==> config.mk <==
export PLATFORM = sky130hd
export DESIGN_NAME = ram_arbiter
export DESIGN_NICKNAME = d
export VERILOG_FILES = /design/src/rtl/ram_arbiter.sv
export SDC_FILE = /design/constraint.sdc
export NUM_CORES = 1
export LEC_CHECK = 0
export ABC_CLOCK_PERIOD_IN_PS = 4000
export CELL_PAD_IN_SITES_DETAIL_PLACEMENT = 1
export CELL_PAD_IN_SITES_GLOBAL_PLACEMENT = 1
export CORE_MARGIN = 10
export CORE_UTILIZATION = 26
export DETAILED_ROUTE_END_ITERATION = 10
export HOLD_SLACK_MARGIN = 0.03
export PLACE_DENSITY_LB_ADDON = 0.1
export SETUP_SLACK_MARGIN = 0.2
export SYNTH_ARGS = -nofsm -noshare
export SYNTH_HDL_FRONTEND = slang
export SYNTH_SLANG_ARGS = --single-unit
==> constraint.sdc <==
create_clock -name CLK -period 4 [get_ports CLK]
set_input_delay 0.6 -clock CLK [delete_from_list [all_inputs] [get_ports CLK]]
set_output_delay 0.6 -clock CLK [all_outputs]
set_load 0.005 [all_outputs]
==> src/rtl/ram_arbiter.sv <==
// ram_arbiter: shares one single-port RAM between icache and dcache, one word per grant.
// dcache has fixed priority; icache is forced in after STARVE_MAX consecutive dcache grants.
module ram_arbiter #(
    parameter int STARVE_MAX = 4
) (
    input  logic        CLK,
    input  logic        RST,
    input  logic        iREN,
    input  logic [31:0] iaddr,
    output logic        iwait,
    output logic [31:0] iload,
    input  logic        dREN,
    input  logic        dWEN,
    input  logic [31:0] daddr,
    input  logic [31:0] dstore,
    output logic        dwait,
    output logic [31:0] dload,
    output logic        ramREN,
    output logic        ramWEN,
    output logic [31:0] ramaddr,
    output logic [31:0] ramstore,
    input  logic [31:0] ramload,
    input  logic [1:0]  ramstate
);
    typedef enum logic [1:0] {IDLE, IGRANT, DGRANT} state_t;
    localparam logic [1:0] ACCESS     = 2'd2;
    localparam logic [3:0] STARVE_LIM = 4'(STARVE_MAX);

    state_t      state_q;
    logic [3:0]  starve_q;
    logic        ren_q, wen_q;
    logic [31:0] addr_q, store_q;
    logic        d_req, pick_i, pick_d, done, i_done, d_done;

    assign d_req  = dREN || dWEN;
    assign pick_i = iREN && (!d_req || starve_q == STARVE_LIM);
    assign pick_d = d_req && !pick_i;
    assign done   = state_q != IDLE && ramstate == ACCESS;
    assign i_done = done && state_q == IGRANT;
    assign d_done = done && state_q == DGRANT;

    assign iwait    = !i_done;
    assign dwait    = !d_done;
    assign iload    = i_done ? ramload : '0;
    assign dload    = d_done ? ramload : '0;
    assign ramREN   = ren_q;
    assign ramWEN   = wen_q;
    assign ramaddr  = addr_q;
    assign ramstore = store_q;

    always_ff @(posedge CLK or posedge RST) begin
        if (RST) begin
            state_q  <= IDLE;
            starve_q <= '0;
            ren_q    <= 1'b0;
            wen_q    <= 1'b0;
            addr_q   <= '0;
            store_q  <= '0;
        end else if (state_q == IDLE) begin
            if (!iREN) starve_q <= '0;
            if (pick_i || pick_d) begin
                state_q <= pick_i ? IGRANT : DGRANT;
                ren_q   <= pick_i || !dWEN;
                wen_q   <= pick_d && dWEN;
                addr_q  <= pick_i ? iaddr : daddr;
                store_q <= dstore;
            end
        end else if (done) begin
            state_q <= IDLE;
            ren_q   <= 1'b0;
            wen_q   <= 1'b0;
            // starvation only accrues while icache is actually waiting
            if (i_done) starve_q <= '0;
            else if (iREN && starve_q != STARVE_LIM) starve_q <= starve_q + 4'd1;
        end
    end
endmodule

Fig. 1: metal 3
Scale: 3 px per um.
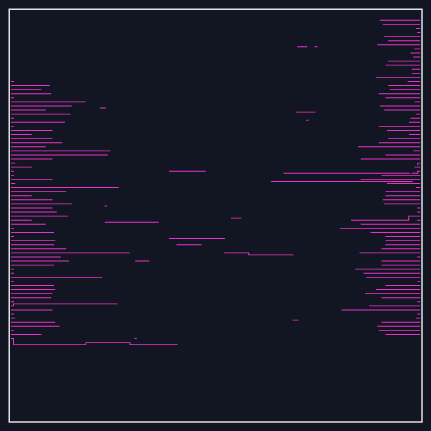
share of all routed wire = 12%
wire length on this layer = 1820 um
main direction = horizontal
nets with wire on the layer = 147
count of vias placed by the detailed router: 3351
aggregate routed wire length: 15640 um
routing usage on met3: 7.478%

Fig. 2: sequential cells grouped by signal name
Scale: 3 px per um.
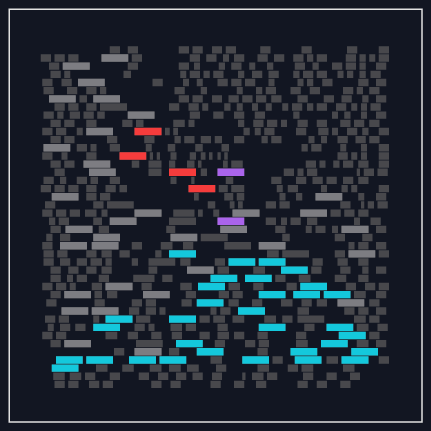
red -> `starve_q`  # placed flops 4
purple -> `state_q`  # placed flops 2
cyan -> `ramstore`  # placed flops 32
not colored = 34
storage element area: 0.001802 sq mm
final core occ: 49.63%
power dissipated in sequential cells: 1.29 mW

==> metrics.log <==
[report] implementation figures
INFO  metric area_dominant_class = non-clock buffers
INFO  metric clock_area_share = 4.363%
INFO  metric outcome = finished, final reports clean
INFO  metric yosys_most_used_dff = sky130_fd_sc_hd__dfrtp_1
INFO  metric wl_met2 = 7666 um
INFO  metric clock_power_share = 19.3%
INFO  metric n_tap_cell = 176
INFO  metric cap_violations = 0
INFO  metric cpLargestDelayFamily = buffers and inverters
INFO  metric comb_share = 23.74%
INFO  metric synth.top_cell.area_share = 50.58%
INFO  metric grt_first_pass_wirelength = 22470 um
INFO  metric timing.critical_path.cells = clkdlybuf4s50_1 > nand2b_1 > nor3b_2 > buf_4 > and2_1 > clkdlybuf4s50_1
INFO  metric core_area = 0.01335 sq mm
INFO  metric cts_hold_buf = 0
INFO  metric dpl_worst_slack = 890.5 ps
INFO  metric clkTransAtPathRegs = 60 ps
INFO  metric yosys-top-cells-area = sky130_fd_sc_hd__dfrtp_1 (51%), sky130_fd_sc_hd__and2_1 (11%), sky130_fd_sc_hd__mux2_2 (10%)
INFO  metric worstHoldStart = ramstore[30]$_DFFE_PP0P_
INFO  metric synth.largest_area_cell = sky130_fd_sc_hd__dfrtp_1
INFO  metric simple_gate_share = 20.41%
INFO  metric max_stage_delay = 540 ps
INFO  metric synthAoiAreaFrac = 12.64%
INFO  metric synthesis.area = 0.003562 sq mm
INFO  metric buffer_ports.inserted = 266
INFO  metric critPathCapture = iload[29]
INFO  metric floorplan.die.width = 137.1 um
INFO  metric clock_net_power = 0.775 mW
INFO  metric synthAdderAreaFrac = 0.7025%
INFO  metric swShare = 31.01%
INFO  metric endpoint_type_of_the_worst_setup_path = output pin
INFO  metric r2r_setup_slack = 1730 ps
INFO  metric clockBufferDepth = 2
INFO  metric syn_inst = 297
INFO  metric antenna_cells = 0
INFO  metric drtAntennaViolNets = 0
INFO  metric drt_pass1_iterations = 4
INFO  metric ys_top_cells_by_count = sky130_fd_sc_hd__dfrtp_1 (72), sky130_fd_sc_hd__and2_1 (65), sky130_fd_sc_hd__mux2_2 (32)
INFO  metric timing.hold.ws = 503.6 ps
INFO  metric global_route.usage.met1 = 17.17%
INFO  metric reg2reg_to = ramaddr[16]$_DFFE_PP0P_
INFO  metric grt_start_max_net_pins = 45
INFO  metric timing.critical_path.depth = 6
INFO  metric post_synth_num_cell_types = 37
INFO  metric cts.repair.resized = 0
Fig. 3: clock nets
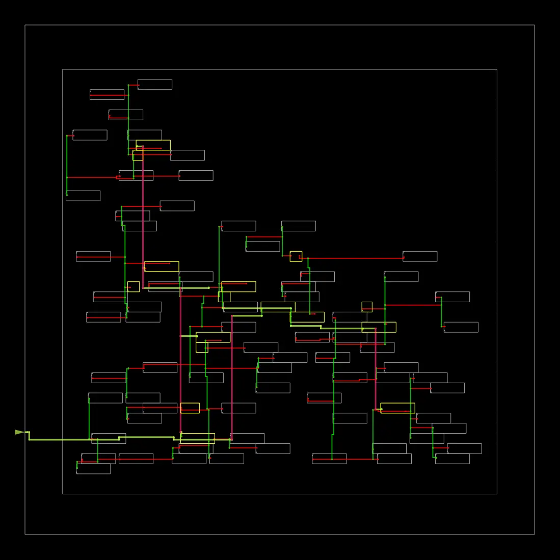
TritonCTS buffer count: 9
clock tree buffer count of the final layout: 10
clock insertion delay at the later pin of the skew report: 330 ps
final worst clock skew: 6.379 ps
number of sinks on the clock net: 72

Fig. 4: drive-strength map
Scale: 3 px per um.
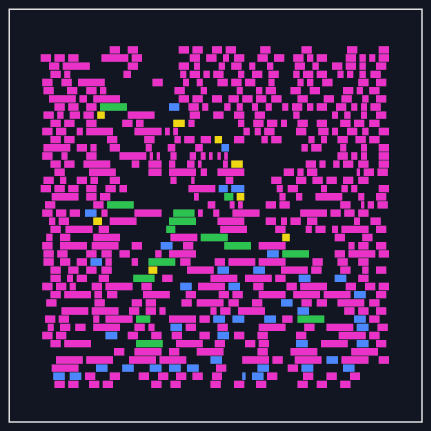
green -> _6 and larger  # cells 14, share 2.5%
yellow -> _3 and _4 cells  # cells 8, share 1.4%
magenta -> _0 and _1 cells  # cells 500, share 89%
blue -> _2 cells  # cells 41, share 7.3%
Area Overhead vs Synth: 85.95%
Repair and plain buffers: 270
post-route cell area: 0.006624 sq mm
final critical-path setup slack: 907.0 ps

Power and IR drop assume default switching activity.
